`config.mk`:
```
export PLATFORM = sky130hd
export DESIGN_NAME = bcd_serial_adder
export DESIGN_NICKNAME = d
export VERILOG_FILES = /design/src/rtl/bcd_pkg.sv /design/src/rtl/bcd_adder.sv /design/src/rtl/bcd_serial_adder.sv
export SDC_FILE = /design/constraint.sdc
export NUM_CORES = 1
export LEC_CHECK = 0
export CAP_MARGIN = 20
export CORE_AREA = 2 2 80 82
export DETAILED_ROUTE_END_ITERATION = 7
export DIE_AREA = 0 0 82 84
export PLACE_DENSITY_LB_ADDON = 0.2
export SLEW_MARGIN = 20
export SYNTH_ARGS = -nofsm -noshare
export SYNTH_HDL_FRONTEND = slang
export SYNTH_SLANG_ARGS = --single-unit
```
`constraint.sdc`:
```
create_clock -name clk -period 11.8 [get_ports clk]
set_input_delay 1.77 -clock clk [delete_from_list [all_inputs] [get_ports clk]]
set_output_delay 1.77 -clock clk [all_outputs]
set_load 0.01 [all_outputs]
```
`src/rtl/bcd_pkg.sv`:
```
// rtl/bcd_pkg.sv - shared BCD types, limits and serial-adder state encoding
package bcd_pkg;

  typedef logic [3:0] bcd_t;

  localparam bcd_t BCD_MAX = 4'd9;

  typedef enum logic [1:0] {
    IDLE = 2'd0,
    ADD  = 2'd1,
    DONE = 2'd2
  } bcd_ser_state_t;

endpackage

```
`src/rtl/bcd_adder.sv`:
```
// rtl/bcd_adder.sv - single-digit BCD adder with decimal correction
module bcd_adder
  import bcd_pkg::*;
(
  input  bcd_t a,
  input  bcd_t b,
  input  logic cin,
  output bcd_t s,
  output logic cout
);

  logic [4:0] bin_sum;
  logic [4:0] adj_sum;

  // Binary add, then add 6 whenever the raw result leaves the decimal range.
  always_comb begin
    bin_sum = {1'b0, a} + {1'b0, b} + {4'd0, cin};
    adj_sum = bin_sum + 5'd6;
    cout    = (bin_sum > {1'b0, BCD_MAX});
    s       = cout ? adj_sum[3:0] : bin_sum[3:0];
  end

endmodule

```
`src/rtl/bcd_serial_adder.sv`:
```
// rtl/bcd_serial_adder.sv - digit-serial multi-digit BCD adder controller
module bcd_serial_adder
  import bcd_pkg::*;
#(
  parameter int DIGITS = 4
) (
  input  logic              clk,
  input  logic              rst,
  input  logic              start,
  input  bcd_t [DIGITS-1:0] a,
  input  bcd_t [DIGITS-1:0] b,
  input  logic              cin,
  output logic              busy,
  output logic              done,
  output bcd_t [DIGITS-1:0] sum,
  output logic              cout,
  output logic              err
);

  localparam int IDX_W = (DIGITS > 1) ? $clog2(DIGITS) : 1;
  localparam logic [IDX_W-1:0] LAST_IDX = IDX_W'(DIGITS - 1);

  bcd_ser_state_t    state_q, state_d;
  bcd_t [DIGITS-1:0] a_q, a_d;
  bcd_t [DIGITS-1:0] b_q, b_d;
  bcd_t [DIGITS-1:0] sum_q, sum_d;
  logic              carry_q, carry_d;
  logic              cout_q, cout_d;
  logic              err_q, err_d;
  logic [IDX_W-1:0]  idx_q, idx_d;

  bcd_t dig_a;
  bcd_t dig_b;
  bcd_t add_s;
  logic add_c;
  logic bad_digit;

  // The single shared digit adder, fed from the captured operands at idx.
  assign dig_a = a_q[idx_q];
  assign dig_b = b_q[idx_q];

  bcd_adder u_bcd_adder (
    .a    (dig_a),
    .b    (dig_b),
    .cin  (carry_q),
    .s    (add_s),
    .cout (add_c)
  );

  // Flag any non-decimal digit on the live operands, used only at capture.
  always_comb begin
    bad_digit = 1'b0;
    for (int i = 0; i < DIGITS; i++) begin
      if (a[i] > BCD_MAX || b[i] > BCD_MAX) begin
        bad_digit = 1'b1;
      end
    end
  end

  // State register.
  always_ff @(posedge clk or posedge rst) begin
    if (rst) begin
      state_q <= IDLE;
    end else begin
      state_q <= state_d;
    end
  end

  // Next-state and datapath updates; an errored run keeps its length but writes zeros.
  always_comb begin
    state_d = state_q;
    a_d     = a_q;
    b_d     = b_q;
    sum_d   = sum_q;
    carry_d = carry_q;
    cout_d  = cout_q;
    err_d   = err_q;
    idx_d   = idx_q;
    case (state_q)
      IDLE: begin
        if (start) begin
          a_d     = a;
          b_d     = b;
          carry_d = cin;
          idx_d   = '0;
          sum_d   = '0;
          err_d   = bad_digit;
          state_d = ADD;
        end
      end
      ADD: begin
        sum_d[idx_q] = err_q ? 4'd0 : add_s;
        carry_d      = add_c;
        idx_d        = idx_q + 1'b1;
        if (idx_q == LAST_IDX) begin
          cout_d  = err_q ? 1'b0 : add_c;
          idx_d   = '0;
          state_d = DONE;
        end
      end
      DONE: begin
        state_d = IDLE;
      end
      default: begin
        state_d = IDLE;
      end
    endcase
  end

  // Operand, result and sequencing registers.
  always_ff @(posedge clk or posedge rst) begin
    if (rst) begin
      a_q     <= '0;
      b_q     <= '0;
      sum_q   <= '0;
      carry_q <= 1'b0;
      cout_q  <= 1'b0;
      err_q   <= 1'b0;
      idx_q   <= '0;
    end else begin
      a_q     <= a_d;
      b_q     <= b_d;
      sum_q   <= sum_d;
      carry_q <= carry_d;
      cout_q  <= cout_d;
      err_q   <= err_d;
      idx_q   <= idx_d;
    end
  end

  assign busy = (state_q != IDLE);
  assign done = (state_q == DONE);
  assign sum  = sum_q;
  assign cout = cout_q;
  assign err  = err_q;

endmodule
```
### The metal 1 layer

(6 px per um) Supply wires on this layer in grey.
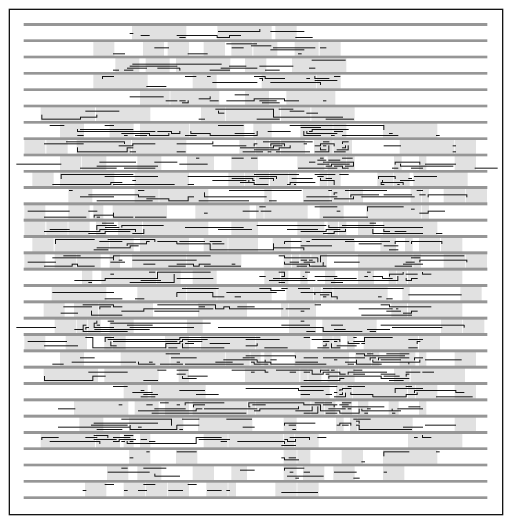
share of all routed wire	46%
wire length on this layer	2450 um
nets with wire on the layer	260

### Cell density map

(4 px per um) The die is cut into 8 by 8 equal tiles; dark blue is low, red is high, 0 to 100% covered.
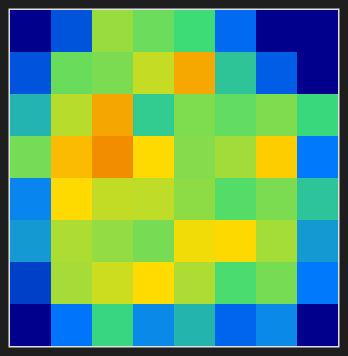
nearly empty tiles	9.4%
fullest tile	84%
tiles over 75% full	14%

==> flow_summary.ini <==
; physical design summary
[status]
run_status = complete, no violations

[drt]
drc_errors = 0
detail_route.first_pass.iterations = 4
antenna_left = 0
avgViaCountPerCell = 5.31

[setup_path]
cpPeakStageDelay_ns = 0.77
worst_setup_path_end_kind = register
worstReg2RegStart = idx_q[0]
critical_path_peak_fanout = 13
launching_element_of_the_worst_setup_path = idx_q[0]
required_ns = 12.03

[final_layout]
layout.cell_area.non_filler_mm2 = 0.00338

[sta]
max_clock_freq_mhz = 256
relSlewSlack_pct = 29.7
timing.final.setup_violations = 0
worst_slew_pin_slew_ns = 1.05

[min_path]
hold_path_depth = 2

[place]
placedCellCount = 335

[pwr]
power_density_mw_per_mm2 = 338
intPower_mw = 0.656

[clock_network]
cts_tree = built

[die]
placement_rows = 29
## cells by family after synthesis
logic type	Yosys count	synth area share, %
flops	55	52.3
compound gates	44	10.7
mux	41	21.0
simple gates	40	7.13
buf+inv	17	2.43
fa+ha+maj	11	5.80
xor+xnor	2	0.666
## worst max-delay path by stage
stage / to / cells after the start
4_1_cts: sum[6] / 10
3_5_place_dp: sum[2] / 10
6_report: sum[6] / 10
3_3_place_gp: sum[6] / 10
5_1_grt: sum[6] / 10
2_1_floorplan: sum[10] / 11
## flip-flops by register name, indices dropped and copies added (netlist names)
signal / cells
carry_q: 1
err: 1
state_q: 2
a_q: 16
b_q: 16
sum: 16
idx_q: 2
cout: 1
## Yosys cell counts
master / number / area, um^2
sky130_fd_sc_hd__nand4_1: 2 / 12.5
sky130_fd_sc_hd__a311oi_2: 1 / 15.0
sky130_fd_sc_hd__a31oi_1: 1 / 6.26
sky130_fd_sc_hd__or2_2: 2 / 12.5
sky130_fd_sc_hd__and3_1: 2 / 12.5
sky130_fd_sc_hd__mux4_2: 8 / 180
sky130_fd_sc_hd__or3_4: 1 / 11.3
sky130_fd_sc_hd__o21a_1: 1 / 7.51
sky130_fd_sc_hd__nor2_1: 4 / 15.0
sky130_fd_sc_hd__xnor2_1: 1 / 8.76
sky130_fd_sc_hd__nor2b_1: 3 / 18.8
sky130_fd_sc_hd__ha_1: 9 / 113
sky130_fd_sc_hd__nand2_1: 23 / 86.3
sky130_fd_sc_hd__nand2b_1: 3 / 18.8
sky130_fd_sc_hd__xor2_1: 1 / 8.76
sky130_fd_sc_hd__buf_1: 2 / 7.51
sky130_fd_sc_hd__a32oi_1: 1 / 8.76
sky130_fd_sc_hd__a21oi_1: 6 / 30.0
sky130_fd_sc_hd__fa_1: 2 / 40.0
sky130_fd_sc_hd__o31ai_1: 11 / 82.6
sky130_fd_sc_hd__a22oi_1: 1 / 7.51
sky130_fd_sc_hd__clkbuf_1: 6 / 22.5
sky130_fd_sc_hd__o21ai_0: 18 / 90.1
sky130_fd_sc_hd__mux2_2: 33 / 372
sky130_fd_sc_hd__inv_1: 9 / 33.8
sky130_fd_sc_hd__a22o_1: 1 / 8.76
sky130_fd_sc_hd__a31o_2: 1 / 8.76
sky130_fd_sc_hd__dfrtp_1: 55 / 1380
sky130_fd_sc_hd__a21o_1: 1 / 7.51
sky130_fd_sc_hd__a221oi_1: 1 / 8.76
## cell type report
type	instances	area, um^2
clock inverter	3	46.3
fill	531	2720
sequential	55	1380
clock buffer	5	68.8
inverter	9	33.8
timing repair buffer	56	558
multi-input combinational	138	1200
tap	77	96.3
## routing by layer
metal / up-vias / routed length (um) / share of wire (%) / track usage (%)
met5: - / 0 / 0 / 0
met4: 0 / 79 / 1.5 / 5.45
met3: 6 / 242 / 4.6 / 3.57
met2: 45 / 2510 / 48 / 27.1
met1: 897 / 2450 / 46 / 22.3
li1: 873 / - / - / -
## power groups by stage
stage          registers [mW]  clock network (mW)  logic (mW)
2_1_floorplan           0.303                   0       0.531
3_3_place_gp            0.326                   0       0.676
6_report                0.322               0.132       0.689
3_5_place_dp            0.328                   0       0.687
4_1_cts                 0.324               0.134       0.693
5_1_grt                 0.335               0.140       0.757
Power figures rest on the tool's default switching activity, not on a simulated workload.
